==> config.mk <==
export PLATFORM = sky130hd
export DESIGN_NAME = pc_sequencer
export DESIGN_NICKNAME = d
export VERILOG_FILES = /design/src/rtl/pc_sequencer.sv
export SDC_FILE = /design/constraint.sdc
export NUM_CORES = 1
export LEC_CHECK = 0
export CORE_UTILIZATION = 50
export DETAILED_ROUTE_END_ITERATION = 8
export PLACE_DENSITY = 0.81
export SETUP_SLACK_MARGIN = 0.4
export SLEW_MARGIN = 30
export SYNTH_ARGS = -nofsm -noshare
export SYNTH_HDL_FRONTEND = slang
export SYNTH_SLANG_ARGS = --single-unit
==> constraint.sdc <==
create_clock -name i_clk -period 3.5 [get_ports i_clk]
set_input_delay 1.05 -clock i_clk [delete_from_list [all_inputs] [get_ports i_clk]]
set_output_delay 1.05 -clock i_clk [all_outputs]
set_load 0.005 [all_outputs]
==> src/rtl/pc_sequencer.sv <==
// rtl/pc_sequencer.sv - program-counter sequencer with branch redirect, squash bubble, start/halt
module pc_sequencer #(
    parameter int                  PC_WIDTH = 8,
    parameter logic [PC_WIDTH-1:0] RESET_PC = '0
) (
    input  logic                i_clk,
    input  logic                i_rst_n,
    input  logic                i_start,
    input  logic                i_halt,
    input  logic                i_fetch_ready,
    input  logic                i_branch_taken,
    input  logic [PC_WIDTH-1:0] i_branch_pc,
    input  logic [7:0]          i_offset,
    output logic [PC_WIDTH-1:0] o_pc,
    output logic                o_fetch_valid,
    output logic                o_flush,
    output logic                o_running,
    output logic [7:0]          o_branch_count
);

    typedef enum logic [1:0] {
        S_IDLE  = 2'd0,
        S_RUN   = 2'd1,
        S_FLUSH = 2'd2,
        S_HALT  = 2'd3
    } state_t;

    state_t              r_state;
    state_t              w_state_next;
    logic [PC_WIDTH-1:0] r_pc;
    logic [PC_WIDTH-1:0] w_pc_next;
    logic [7:0]          r_branch_count;
    logic [7:0]          w_branch_count_next;
    logic                r_fetch_valid;
    logic                r_flush;
    logic                r_running;

    logic signed [7:0]   w_offset_s;
    logic [PC_WIDTH-1:0] w_offset_ext;
    logic [PC_WIDTH-1:0] w_target;

    // A signed size cast sign-extends for wide PCs and truncates for narrow ones.
    assign w_offset_s   = i_offset;
    assign w_offset_ext = PC_WIDTH'(w_offset_s);
    assign w_target     = i_branch_pc + w_offset_ext;

    always_comb begin
        w_state_next        = r_state;
        w_pc_next           = r_pc;
        w_branch_count_next = r_branch_count;
        case (r_state)
            S_IDLE: begin
                if (i_halt)
                    w_state_next = S_HALT;
                else if (i_start)
                    w_state_next = S_RUN;
            end
            S_RUN: begin
                if (i_halt) begin
                    w_state_next = S_HALT;
                end else if (i_branch_taken) begin
                    w_state_next = S_FLUSH;
                    w_pc_next    = w_target;
                    if (r_branch_count != 8'hFF)
                        w_branch_count_next = r_branch_count + 8'd1;
                end else if (i_fetch_ready) begin
                    w_pc_next = r_pc + PC_WIDTH'(1);
                end
            end
            S_FLUSH: begin
                w_state_next = i_halt ? S_HALT : S_RUN;
            end
            S_HALT: begin
                w_state_next = S_HALT;
            end
            default: begin
                w_state_next = S_IDLE;
            end
        endcase
    end

    // Status outputs are registered from the next state so they line up with r_state.
    always_ff @(posedge i_clk or negedge i_rst_n) begin
        if (!i_rst_n) begin
            r_state        <= S_IDLE;
            r_pc           <= RESET_PC;
            r_branch_count <= 8'd0;
            r_fetch_valid  <= 1'b0;
            r_flush        <= 1'b0;
            r_running      <= 1'b0;
        end else begin
            r_state        <= w_state_next;
            r_pc           <= w_pc_next;
            r_branch_count <= w_branch_count_next;
            r_fetch_valid  <= (w_state_next == S_RUN);
            r_flush        <= (w_state_next == S_FLUSH);
            r_running      <= (w_state_next == S_RUN) || (w_state_next == S_FLUSH);
        end
    end

    assign o_pc           = r_pc;
    assign o_fetch_valid  = r_fetch_valid;
    assign o_flush        = r_flush;
    assign o_running      = r_running;
    assign o_branch_count = r_branch_count;

endmodule

==> reports/results.ini, run 1 <==
[clocking]
hold_buffers = 0
cts_root_buf = clkbuf_4
cts_tree = built
cts_buffers = 3
post-cts-setup-buffers = 0
cts.sinks = 21
clock_latency_ns = 0.31
clkTransAtPathRegs_ns = 0.12

[yosys]
synthTopLogicFamily = simple AND/OR/NAND/NOR gates
yosysChipArea_mm2 = 0.00136
fp_nets = 176
simple_gate_area_share_pct = 19.5
synth-xor-area-share_pct = 7.73
synth_area_leader_cell = dfrtp_1
synth.distinct_cells = 42
ys_cells = 142
ys_sh_aoi_pct = 16.9
synthCells = 142
yosysWarnings = 0

[floorplan]
die_y_um = 54.1
die_area_mm2 = 0.00293
placeableCoreArea_mm2 = 0.00252
die_x_um = 54.1

[final_layout]
fin_area_mm2 = 0.00182
nNetsFinal = 220

[worst_hold_path]
worstHoldEndpoint = o_branch_count[7]$_DFFE_PN0P_
hp-class = reg2reg

[final_timing]
tightest_slew_ns = 0.457
slew_violations = 0
setup_viol_count_final = 0
clock_skew_ns = 0.00405
tns_ns = 0
period_used_pct = 74.3

[setup_path]
crit_type = in2reg
setup.worst_path.start = i_offset[0]
cp-end-kind = flop
cp_max_fo = 3
r2r_cells = 5

[place]
dp_hpwl_mm = 2.31
pre_cts_slack_ns = 0.555

[outcome]
status = finished, final reports clean

[job]
openroad.warnings = 27

[pwr]
seq_power_share_pct = 52.8
power_switching_mw = 0.132
p_int_mw = 0.346

[detailed_routing]
first_pass_iters = 4

-- run 1: cell usage after synthesis, drive strengths merged (2+ instances only) --
cell,count
dfrtp,21
a21oi,11
ha,11
inv,9
nand2,9
nor2,9
o21ai,9
xnor2,8
nand3,7
nand4,6
nor2b,4
xor2,4
nor3,3
a21o,2
and3,2
clkbuf,2
mux2i,2
o22ai,2
or3,2
-- run 1: metrics by stage --
stage / hold slack [ns] / cells
4_1_cts: 0.510 / 215
3_3_place_gp: 0.480 / 211
5_1_grt: 0.520 / 215
3_5_place_dp: 0.491 / 211
6_report: 0.506 / 215
2_1_floorplan: 0.485 / 142
-- run 1: critical path, cell delays in order --
cell	delay, ns
clkdlybuf4s50_1	0.46
ha_1	0.15
inv_1	0.05
fa_1	0.40
nor2b_1	0.16
o31a_1	0.17
a21oi_1	0.06
a211oi_1	0.23
nor2_1	0.07
-- run 1: worst max-delay path by stage --
stage,endpoint,cells after the start
finish,o_pc[4]$_DFFE_PN0P_,9
global route,o_pc[4]$_DFFE_PN0P_,9
CTS,o_pc[4]$_DFFE_PN0P_,9
detailed placement,o_pc[4]$_DFFE_PN0P_,9
global placement,o_pc[4]$_DFFE_PN0P_,9
floorplan,o_pc[4]$_DFFE_PN0P_,8
-- run 1: layout make-up --
| class | count | area (um2) | share of cell area, % |
|---|---|---|---|
| inverter | 9 | 33.8 | 1.86 |
| tap | 30 | 37.5 | 2.07 |
| timing repair buffer | 41 | 403 | 22.2 |
| clock buffer | 3 | 22.5 | 1.24 |
| sequential | 21 | 526 | 28.9 |
| clock inverter | 1 | 5.00 | 0.276 |
| multi-input combinational | 110 | 788 | 43.4 |
-- run 1: state kept, by name, indices dropped and copies added (netlist names) --
| signal | count |
|---|---|
| o_branch_count | 8 |
| o_pc | 8 |
| r_state | 2 |
| o_fetch_valid | 1 |
| o_flush | 1 |
| o_running | 1 |
-- run 1: power by group through the flow --
stage	Sequential [mW]	Clock [mW]	Combinational, mW
after global placement	0.257	0	0.102
final	0.252	0.120	0.106
after CTS	0.252	0.121	0.107
after global routing	0.253	0.132	0.117
after detailed placement	0.257	0	0.106
after floorplan	0.257	0	0.0542
-- run 1: per-layer routing --
layer / track usage [%] / share of wire, %
met2: 41.3 / 53
met1: 25.5 / 42
met4: 8.12 / 0.91
met3: 3.95 / 4.9
met5: 0 / 0
-- run 1: placed cells by master, fill, tap and decap left out, types with 2 or more instances in the layout --
cell             synthesis  layout
a21o_1                   2       2
nand2_1                  9       9
ha_1                    11      11
o21ai_0                  6       6
nand4_1                  6       6
o21ai_2                  2       2
nor2b_1                  4       4
dfrtp_1                 21      21
xnor2_1                  8       8
and3_1                   2       2
or3_1                    2       2
nor3_1                   3       3
xor2_1                   4       4
o22ai_1                  2       2
clkbuf_4                 1       3
mux2i_1                  2       2
nand3_1                  6       6
a21oi_1                 11      11
clkdlybuf4s50_1          0      39
nor2_1                   9       9
inv_1                    9       9
-- run 1: logic make-up after synthesis --
| family | Yosys count |
|---|---|
| AND-OR/OR-AND | 35 |
| AND/OR/NAND/NOR | 48 |
| flip-flops | 21 |
| XOR/XNOR | 12 |
| adder cells (fa/ha/maj) | 12 |
| buffers and inverters | 11 |
| multiplexers | 3 |
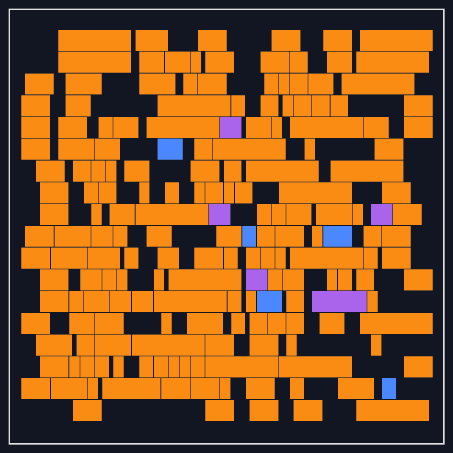
Fig. 1. Cells by drive strength (run 1).
Scale: 8 px per um.
purple -> _3 and _4 cells  # cells 5, most used clkbuf_4
orange -> _0 and _1 cells  # cells 175, most used clkdlybuf4s50_1
blue -> _2 cells  # cells 5, most used o21ai_2

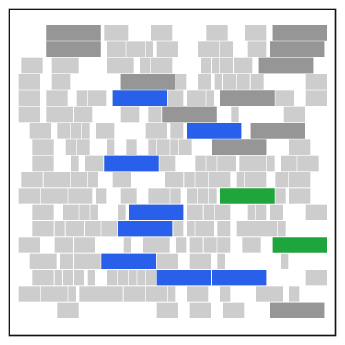
Fig. 2. Sequential cells colored by netlist name (run 1).
Scale: 6 px per um.
blue -> o_pc  # flops 8
green -> r_state  # flops 2
not colored = 11

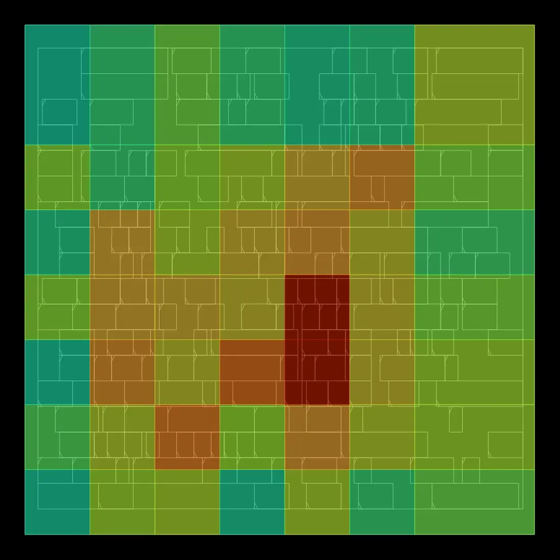
Fig. 3. Routing congestion map (run 1).
GRT Util Overall: 22.5%
met3 global-route usage: 3.95%
GRT met1 Usage: 25.5%

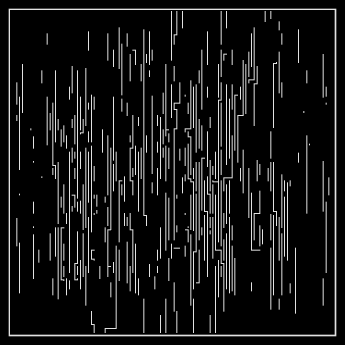
Fig. 4. Metal 2 (run 1).
Scale: 6 px per um.
main direction = vertical
longest straight run = 30.9 um
share of all routed wire = 53%
Routed WL: 2.95 mm
met2 Track Usage GR: 41.3%
Via Count: 1256

## Run 2: what changed since run 1
--- a/config.mk
+++ b/config.mk
@@ -5,9 +5,9 @@
 export SDC_FILE = /design/constraint.sdc
 export NUM_CORES = 1
 export LEC_CHECK = 0
-export CORE_UTILIZATION = 50
+export CORE_UTILIZATION = 42
 export DETAILED_ROUTE_END_ITERATION = 8
-export PLACE_DENSITY = 0.81
+export PLACE_DENSITY = 0.73
 export SETUP_SLACK_MARGIN = 0.4
 export SLEW_MARGIN = 30
 export SYNTH_ARGS = -nofsm -noshare
==> constraint.sdc (replaced) <==
create_clock -name i_clk -period 2.22 [get_ports i_clk]
set_input_delay 0.666 -clock i_clk [delete_from_list [all_inputs] [get_ports i_clk]]
set_output_delay 0.666 -clock i_clk [all_outputs]
set_load 0.005 [all_outputs]
==> run 2 against run 1 <==
Routed wire length up 18%. Area after synthesis unchanged. Sequential share of layout area down 4.8 points. Critical path type unchanged. Critical endpoint is now o_pc[6]$_DFFE_PN0P_. Largest power group unchanged.
==> reports/results.ini, run 2 <==
[floorplan]
die_y_um = 58.9
die_area_mm2 = 0.00347
rows = 20
die_x_um = 58.9
placeableCoreArea_mm2 = 0.00305

[clocking]
clock_latency_ns = 0.31
cts_buffers = 3
cts_tree = built
cts.sinks = 21
hold_buffers = 0
clkTransAtPathRegs_ns = 0.11
cts_root_buf = clkbuf_4

[setup_path]
path_buffers = 2
slowest_stage = o41a_1
cp.required_ns = 2.46
crit_type = in2reg
cp-end-kind = flop
arrival_ns = 2.08
cp_max_fo = 3
crit_path_cell_trace = clkdlybuf4s15_1 > inv_2 > fa_2 > nor2b_2 > o31a_1 > o41a_1 > o21bai_1
crit_family = AND-OR/OR-AND gates
rrSetupSlack_ns = 0.52
slowest_delay_ns = 0.41
r2r_cells = 7

[worst_hold_path]
hp-class = reg2reg
worstHoldEndpoint = o_pc[4]$_DFFE_PN0P_

[yosys]
yosys_most_used_dff = dfrtp_1
ys_cells = 142
yosysSeqAreaShare_pct = 38.7
fp_nets = 176
yosysChipArea_mm2 = 0.00136
top_cells_by_count = 21 x dfrtp_1, 11 x a21oi_1, 11 x ha_1
synth_area_leader_cell = dfrtp_1
synth.distinct_cells = 42
yosysMostFrequentCell = dfrtp_1
synthCells = 142
yosysWarnings = 0

[detailed_routing]
vias = 1377
first_pass_iters = 4
drc = 0
routed_wl_mm = 3.48
final_antenna_net_count = 0

[final_timing]
slew_violations = 0
clock_skew_ns = 0.00653
rsz0062_at_grt = yes
hold_ws_ns = 0.544
setup_viol_count_final = 0
tightest_slew_ns = 0.271
period_used_pct = 82.7

[job]
openroad.warnings = 30

[pwr]
total_power_mw = 0.802
peakVddDrop_mv = 0.181

[grt]
grtUsageTotal_pct = 22.6
antenna_found_initial = 0

[final_layout]
layout_top_cell = buf_4
nNetsFinal = 253
comb_area_um2 = 922
n_antenna_cell = 0
final_cell_mix = 34 x buf_4, 25 x dlygate4sd2_1, 18 x dfrtp_1

[place]
placed_cell_area_mm2 = 0.00198
dp_hpwl_mm = 2.47
pre_cts_slack_ns = -0.335

[outcome]
status = finished, final reports clean

==> run 2: cell count changes in the layout (fill, tap and decap cells not counted), sizes merged <==
cell,before,now
dlymetal6s2s,0,5
clkdlybuf4s15,0,4
clkbuf,3,4
clkinv,1,0
clkdlybuf4s50,39,4
dlygate4sd2,0,25
buf,2,36
==> run 2: area by class of cell <==
cell class              instances  area share [%]
clock buffers                   4            1.20
inverters                       9            1.54
multi-input cells             110            42.0
flip-flops and latches         21            24.1
well taps                      44            2.51
repair buffers                 74            28.6
==> run 2: timing repair <==
action	in CTS	in global routing
pin swaps	14	9
setup buffers	17	0
resized	51	12
setup endpoints to repair	30	7
hold endpoints to repair	0	0
==> run 2: layer usage <==
layer | track usage (%) | up-vias | share of wire [%]
li1 | - | 667 | -
met1 | 24.6 | 650 | 40
met2 | 42.5 | 52 | 53
met3 | 2.64 | 8 | 4.1
met4 | 11.6 | 0 | 2.4
met5 | 0 | - | 0
==> run 2: logic make-up (layout without fill, tap and decap cells) <==
family          count (synthesis)  after routing  synth area share (%)
mux                             3              3                  2.30
xor+xnor                       12             12                  7.73
compound gates                 35             35                  16.9
buf+inv                        11             87                  3.31
fa+ha+maj                      12             12                  11.6
flops                          21             21                  38.7
simple gates                   48             48                  19.5
==> run 2: worst max-delay path by stage <==
stage,start,end,slack (ns),depth (start not counted)
floorplan,i_branch_pc[0],o_pc[4]$_DFFE_PN0P_,0.32,8
global placement,i_branch_pc[0],o_pc[4]$_DFFE_PN0P_,-0.26,9
detailed placement,i_branch_pc[0],o_pc[4]$_DFFE_PN0P_,-0.33,9
CTS,i_branch_pc[5],o_pc[6]$_DFFE_PN0P_,0.40,7
global route,i_offset[1],o_pc[6]$_DFFE_PN0P_,0.36,7
finish,i_offset[1],o_pc[6]$_DFFE_PN0P_,0.38,7
==> run 2: worst register-to-register path, delay by kind of cell (launching register included) <==
family                     cells  cell delay, ns
buffers and inverters          1            0.15
and+or+nand+nor                4            0.68
DFF                            1            0.41
xor gates and xnor gates       1            0.12
adders and majority gates      1            0.23
==> run 2: through the flow <==
stage | setup TNS (ns) | std cells
6_report | 0 | 262
5_1_grt | 0 | 262
4_1_cts | 0 | 262
3_5_place_dp | -1.11 | 241
3_3_place_gp | -0.815 | 241
2_1_floorplan | 0 | 142
==> run 2: report_power, final <==
group          internal (mW)  leakage, nW  switching (mW)
clock network         0.0701       0.0150           0.117
registers              0.389        0.260         0.00424
logic                  0.118        0.818           0.102
total                  0.578         1.09           0.224
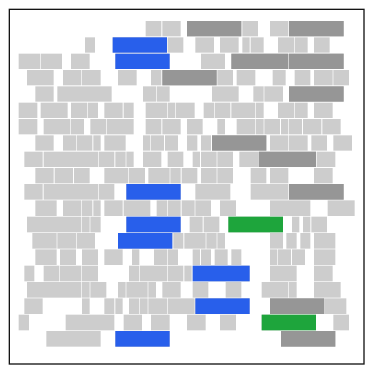
Fig. 5. Sequential cells colored by netlist name (run 2).
Scale: 6 px per um.
blue -> o_pc  # flops 8
green -> r_state  # flops 2
not colored = 11
sequential share of cell area: 24.1%
seq pwr: 0.394 mW
register area: 529 um2
Finished Core Util: 71.9%

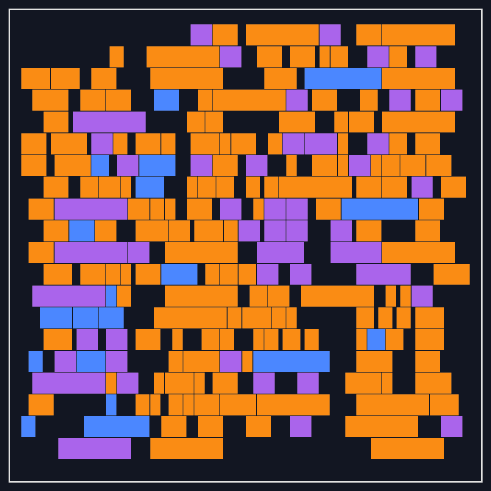
Fig. 6. Cells by drive strength (run 2).
Scale: 8 px per um.
Layout area overhead: 61.5%
worst setup margin: 0.383 ns
bufs w/o clock: 74
final instance area: 0.00219 mm2

Fig. 7: run 2, metal 2
Scale: 6 px per um.
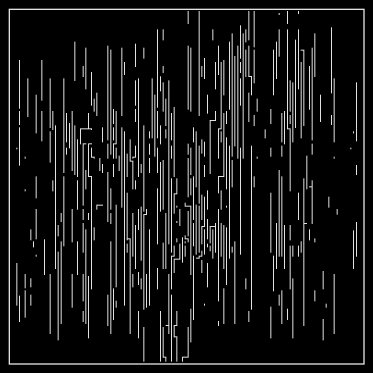

## Run 3: what changed since run 2
--- a/config.mk
+++ b/config.mk
@@ -5,9 +5,9 @@
 export SDC_FILE = /design/constraint.sdc
 export NUM_CORES = 1
 export LEC_CHECK = 0
-export CORE_UTILIZATION = 42
+export CORE_UTILIZATION = 47
 export DETAILED_ROUTE_END_ITERATION = 8
-export PLACE_DENSITY = 0.73
+export PLACE_DENSITY = 0.77
 export SETUP_SLACK_MARGIN = 0.4
 export SLEW_MARGIN = 30
 export SYNTH_ARGS = -nofsm -noshare
==> constraint.sdc (replaced) <==
create_clock -name i_clk -period 1.9 [get_ports i_clk]
set_input_delay 0.57 -clock i_clk [delete_from_list [all_inputs] [get_ports i_clk]]
set_output_delay 0.57 -clock i_clk [all_outputs]
set_load 0.005 [all_outputs]
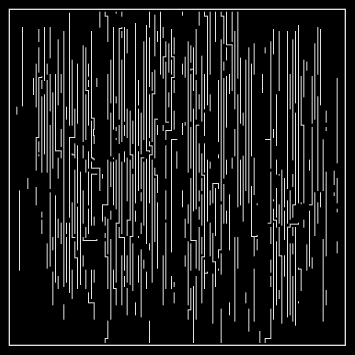
Fig. 8. Metal 2 (run 3).
Scale: 6 px per um.
main direction = vertical
wire length on this layer = 2450 um
longest straight run = 42.5 um
nets with wire on the layer = 239
share of all routed wire = 55%

==> run 3 against run 2 <==
Combinational power up 46%. Final cell count down 1.9%. Design area up 5.8%. Register-to-register slack worse by 0.28 ns. Sequential share of layout area down 1.3 points. Count of clock-buffer cells in the layout unchanged. Non-clock buffer count up 8. Critical path depth up 1. Critical path type unchanged. Largest cell class unchanged. Largest power group unchanged. Highest routed layer unchanged.
==> reports/results.ini, run 3 <==
[floorplan]
die_y_um = 55.8
die_x_um = 55.8
placeableCoreArea_mm2 = 0.00276

[clocking]
cts_buffers = 3
cts_root_buf = clkbuf_4
cts.sinks = 21
cts_tree = built

[detailed_routing]
vias = 1474
routed_wl_mm = 4.41
first_pass_iters = 4

[yosys]
synth_area_leader_cell = dfrtp_1
yosysChipArea_mm2 = 0.00136
fp_nets = 176

[place]
dp_hpwl_mm = 2.78
pre_cts_slack_ns = -0.550
placed_cell_area_mm2 = 0.00200

[final_timing]
setup_viol_count_final = 0
slew_violations = 0
period_used_pct = 95.5
clock_skew_ns = 0.00773
worst_slack_ns = 0.0858

[setup_path]
crit_path_cell_trace = buf_6 > ha_4 > inv_2 > fa_2 > nor2b_2 > o31a_1 > o41a_1 > o21bai_1
crit_type = in2reg
slowest_stage = o41a_1
cp-end-kind = flop
slowest_delay_ns = 0.42
path_buffers = 2

[grt]
antenna_found_initial = 0

[final_layout]
area.growth.synth_to_final_pct = 70.9
fin_cells = 257
layout_top_cell = buf_4
n_antenna_cell = 0
nNetsFinal = 261
final_cell_mix = 36 x buf_4, 18 x dfrtp_1, 11 x clkbuf_2

[pwr]
switching_share_pct = 28.9
power_frac_comb_pct = 32.2
p_int_mw = 0.712
clkPwrFrac_pct = 21.7
power_switching_mw = 0.290
peakVddDrop_mv = 0.459

[outcome]
status = finished, final reports clean

[job]
openroad.warnings = 30

[worst_hold_path]
hp-class = reg2reg

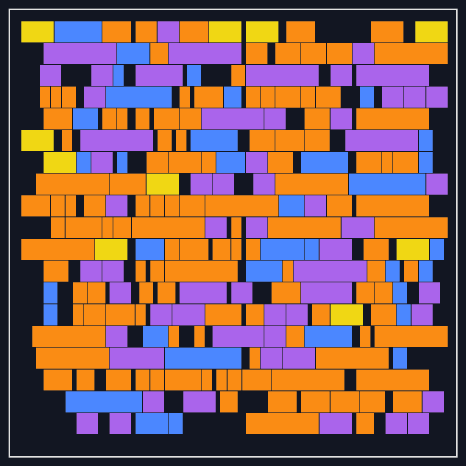
Fig. 9. Cells by drive strength (run 3).
Scale: 8 px per um.
yellow -> _6 and larger  # cells 10, most used buf_6
orange -> _0 and _1 cells  # cells 123, most used dfrtp_1
blue -> _2 cells  # cells 35, most used clkbuf_2
purple -> _3 and _4 cells  # cells 58, most used buf_4

run 3: cell counts after synthesis:
No cell type changed its count.
run 3: cells by family (layout without fill, tap and decap cells):
kind of cell             Yosys count  in the layout  synth area share [%]
AND/OR/NAND/NOR                   48             48                  19.5
AND-OR/OR-AND                     35             35                  16.9
flip-flops                        21             21                  38.7
adder cells (fa/ha/maj)           12             12                  11.6
XOR/XNOR                          12             12                  7.73
buffers and inverters             11             95                  3.31
multiplexers                       3              3                  2.30
run 3: worst register-to-register path, cell delays in order, from the launching register on:
cell and delay [ns]:
dfrtp_2 0.47, or3b_1 0.42, nor3_1 0.20, mux2i_1 0.10
o221ai_1 0.22, o21bai_1 0.18
run 3: metal layers:
layer / vias up / wire length (um) / track usage (%)
met4: 0 / 99 / 10.4
met2: 45 / 2450 / 56.8
met3: 12 / 174 / 4.88
met5: - / 0 / 0
li1: 685 / - / -
met1: 732 / 1690 / 35.9
run 3: per-stage QoR:
stage               setup TNS, ns  total power [mW]
floorplan                       0             0.588
global placement            -4.19             0.702
detailed placement          -4.88             0.710
CTS                             0             0.979
global route                    0              1.05
finish                          0              1.00
run 3: timing repair:
item	CTS	global route
hold buffers	0	0
endpoints found under the setup margin	38	28
buffers inserted	22	2
gates resized	107	24
pin swaps	25	7
run 3: worst paths after layout:
check	start	endpoint	slack, ns	depth (start not counted)
setup reg to reg	r_state[1]$_DFF_PN0_	o_pc[6]$_DFFE_PN0P_	0.24	5
max in group asynchronous	i_rst_n	r_state[1]$_DFF_PN0_	1.06	2
min in group asynchronous	i_rst_n	o_pc[6]$_DFFE_PN0P_	0.59	2
hold reg to reg	o_branch_count[4]$_DFFE_PN0P_	o_branch_count[4]$_DFFE_PN0P_	0.55	1
setup / recovery	i_branch_pc[0]	o_pc[6]$_DFFE_PN0P_	0.09	8
hold / removal	o_branch_count[4]$_DFFE_PN0P_	o_branch_count[4]$_DFFE_PN0P_	0.55	1
run 3: cell type report:
cell class / count / area, um2
clock buffers: 4 / 26.3
fillers: 147 / 435
inverters: 9 / 33.8
multi-input cells: 110 / 1030
flip-flops and latches: 21 / 529
well taps: 31 / 38.8
repair buffers: 82 / 662
run 3: power by group through the flow:
stage	sequential, mW	combinational (mW)	clock (mW)
floorplan	0.473	0.115	0
global placement	0.473	0.228	0
detailed placement	0.474	0.237	0
CTS	0.460	0.302	0.217
global route	0.462	0.349	0.239
finish	0.462	0.323	0.217
Power is estimated from default activity; no workload was simulated.
